Congestion heat map:
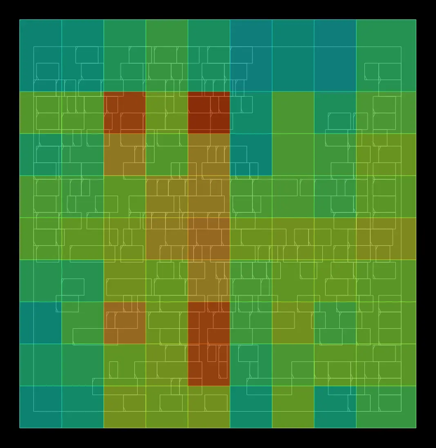
Metal 2:
Scale: 8 px per um.
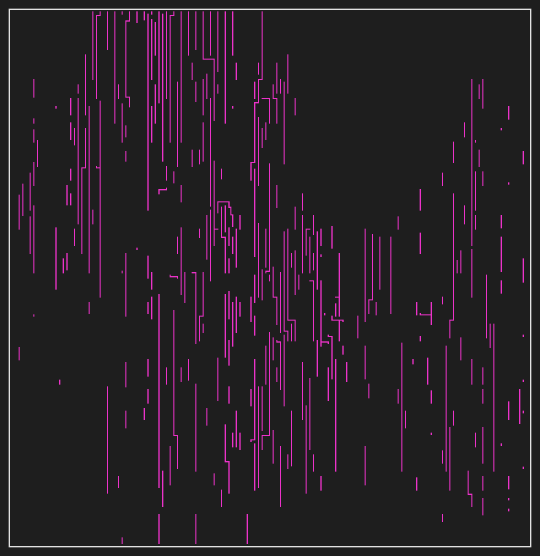
==> src/rtl/mac_sequencer.sv <==
// MAC datapath sequencer: command -> optional clear -> operand stream -> byte-serial result (LS first).
// Accept-to-in_ready 1 cycle (2 with clear), last pair to out_valid 2 cycles; ena=0 freezes all state.
module mac_sequencer #(
  parameter int DATA_W = 8,
  parameter int ACC_W  = 24,
  parameter int LEN_W  = 4
) (
  input  logic              clk,
  input  logic              rst,
  input  logic              ena,
  input  logic              cmd_valid,
  output logic              cmd_ready,
  input  logic [LEN_W-1:0]  cmd_len,
  input  logic              cmd_clear,
  input  logic [DATA_W-1:0] a_in,
  input  logic [DATA_W-1:0] b_in,
  input  logic              in_valid,
  output logic              in_ready,
  output logic              mac_en,
  output logic              mac_clr,
  output logic [DATA_W-1:0] mac_a,
  output logic [DATA_W-1:0] mac_b,
  input  logic [ACC_W-1:0]  acc_in,
  output logic [7:0]        out_byte,
  output logic              out_valid,
  input  logic              out_ready,
  output logic              busy,
  output logic              done
);

  localparam int NB    = ACC_W / 8;
  localparam int IDX_W = (NB > 1) ? $clog2(NB) : 1;

  typedef enum logic [2:0] {
    S_IDLE,
    S_CLEAR,
    S_RUN,
    S_DRAIN,
    S_OUT,
    S_DONE
  } state_t;

  state_t           state;
  logic [LEN_W-1:0] cnt;
  logic [LEN_W-1:0] len_q;
  logic             clr_q;
  logic [IDX_W-1:0] idx;

  // Handshake outputs are combinational so a transfer completes in the cycle it is offered.
  assign cmd_ready = (state == S_IDLE) && ena;
  assign in_ready  = (state == S_RUN) && ena;
  assign mac_en    = in_ready && in_valid;
  assign mac_clr   = (state == S_CLEAR) && clr_q && ena;
  assign mac_a     = (state == S_RUN) ? a_in : '0;
  assign mac_b     = (state == S_RUN) ? b_in : '0;
  assign out_valid = (state == S_OUT);
  assign out_byte  = out_valid ? acc_in[{idx, 3'b000} +: 8] : 8'h00;
  assign busy      = (state != S_IDLE);
  // A DONE cycle under ena=0 defers the pulse until the block is enabled again.
  assign done      = (state == S_DONE) && ena;

  always_ff @(posedge clk) begin
    if (!rst) begin
      state <= S_IDLE;
      cnt   <= '0;
      idx   <= '0;
      len_q <= '0;
      clr_q <= 1'b0;
    end else if (ena) begin
      case (state)
        S_IDLE: begin
          if (cmd_valid) begin
            len_q <= cmd_len;
            clr_q <= cmd_clear;
            cnt   <= '0;
            state <= cmd_clear ? S_CLEAR : S_RUN;
          end
        end
        S_CLEAR: state <= S_RUN;
        S_RUN: begin
          if (in_valid) begin
            cnt <= cnt + 1'b1;
            if (cnt == len_q) state <= S_DRAIN;
          end
        end
        S_DRAIN: begin
          idx   <= '0;
          state <= S_OUT;
        end
        S_OUT: begin
          if (out_ready) begin
            if (idx == IDX_W'(NB - 1)) state <= S_DONE;
            else                       idx   <= idx + 1'b1;
          end
        end
        S_DONE:  state <= S_IDLE;
        default: state <= S_IDLE;
      endcase
    end
  end

endmodule

==> config.mk <==
export PLATFORM = sky130hd
export DESIGN_NAME = mac_sequencer
export DESIGN_NICKNAME = d
export VERILOG_FILES = /design/src/rtl/mac_sequencer.sv
export SDC_FILE = /design/constraint.sdc
export NUM_CORES = 1
export LEC_CHECK = 0
export CORE_AREA = 2 2 63 65
export DETAILED_ROUTE_END_ITERATION = 8
export DIE_AREA = 0 0 65 67
export GPL_ROUTABILITY_DRIVEN = 0
export PLACE_DENSITY = 0.71
export SLEW_MARGIN = 10
export SYNTH_ARGS = -nofsm -noshare
export SYNTH_HDL_FRONTEND = slang
export SYNTH_SLANG_ARGS = --single-unit
==> constraint.sdc <==
create_clock -name clk -period 4.85 [get_ports clk]
set_input_delay 1.2125 -clock clk [delete_from_list [all_inputs] [get_ports clk]]
set_output_delay 1.2125 -clock clk [all_outputs]
set_load 0.05 [all_outputs]
==> results.txt <==
run results: status=complete, no violations, worst min-delay path category=flip-flop to flip-flop, TritonCTS clock tree=built, max-slew violations=0, GR Layer Usage met1=17.8%, yosys cell count=about 150, Port Buf Inserts=81, warning total across the stage logs=26, Clock Sink Count=14, DRC viols=0, worst-path maximum fanout=10, worst hold start=clr_q, flip-flops with a built-in enable=0, First-pass DRT Iterations=5, Die Y=67 um, Antenna Cells=0, Reg2Reg Depth=4, most instantiated logic cell after routing=clkdlybuf4s50_1, Final Hold Vio Count=0, main flop type=dfxtp_1, Critical Path Source=ena, pre-CTS WS=0.592 ns, htree depth=1, Seq share, synth=26.3%, CTS Hold Bufs=0, Setup crit start kind=input pin, total grt overflow=0, row cnt=22, largest net degree at the start of global routing=19, Register Area=280 um^2, Setup WS post-layout=roughly 0.58 ns
-- 'congestion heat map' (at the start) --
Top Usage Layer GRT: met2
M3 GR Usage: 4.22%

-- 'metal 2' (at the start) --
nets with wire on the layer: 216
wire length on this layer: 1390 um

layer usage:
metal	wire length [um]	vias up
met4	42	0
met5	0	-
li1	-	647
met3	389	4
met2	1390	73
met1	1290	566
cell usage after synthesis (all sizes together) (2+ instances only):
| master | number | area share [%] |
|---|---|---|
| nand3 | 3 | 1.4 |
| nor3 | 2 | 0.94 |
| and2 | 18 | 11 |
| dfxtp | 14 | 26 |
| o21ai | 3 | 1.4 |
| nand4 | 3 | 1.8 |
| or2 | 2 | 1.2 |
| xor2 | 3 | 2.5 |
| clkbuf | 9 | 3.2 |
| or4 | 2 | 1.4 |
| nand2 | 5 | 1.8 |
| inv | 5 | 1.8 |
| a21oi | 14 | 6.6 |
| o221a | 2 | 2.1 |
| and3 | 3 | 1.8 |
| nor2 | 27 | 9.5 |
| ha | 2 | 2.3 |
| mux2i | 13 | 12 |
| xnor2 | 4 | 3.3 |
kinds of logic after synthesis:
group,synth area share [%]
and+or+nand+nor,33.6
AOI/OAI and AO/OA,13.4
buffers and inverters,5.29
muxes,13.3
DFF,26.3
xor gates and xnor gates,5.76
adders and majority gates,2.35
sequential cells by signal, indices dropped and copies added, names as in the netlist:
register,count
idx,2
state,3
cnt,4
clr_q,1
len_q,4
layout make-up:
cell class | instances | share of cell area [%]
timing repair buffer | 82 | 41.7
multi-input combinational | 116 | 37.1
sequential | 14 | 14.3
tap | 48 | 3.06
clock buffer | 4 | 2.80
inverter | 6 | 1.15
final timing paths:
check                              end
worst max-delay path              done
worst min register to register   clr_q
worst min-delay path             clr_q
worst max register to register  idx[0]
power breakdown:
part           internal (mW)  switching [mW]
sequential             0.120         0.00822
combinational         0.0742          0.0720
clock                 0.0719          0.0440
worst max-delay path, stage by stage:
cell and delay, ns:
clkdlybuf4s50_1 0.66, nor2b_1 0.22, and3_1 0.16, clkdlybuf4s50_1 0.80
per-stage QoR:
step	instance area (um^2)	util [%]	total power, mW	instances
2_1_floorplan	1060	-	0.209	145
3_3_place_gp	1910	52.9	0.277	266
3_5_place_dp	1910	52.9	0.278	266
4_1_cts	1960	54.5	0.395	270
5_1_grt	1960	54.5	0.409	270
6_report	1960	54.5	0.391	270
Power is estimated from default activity; no workload was simulated.
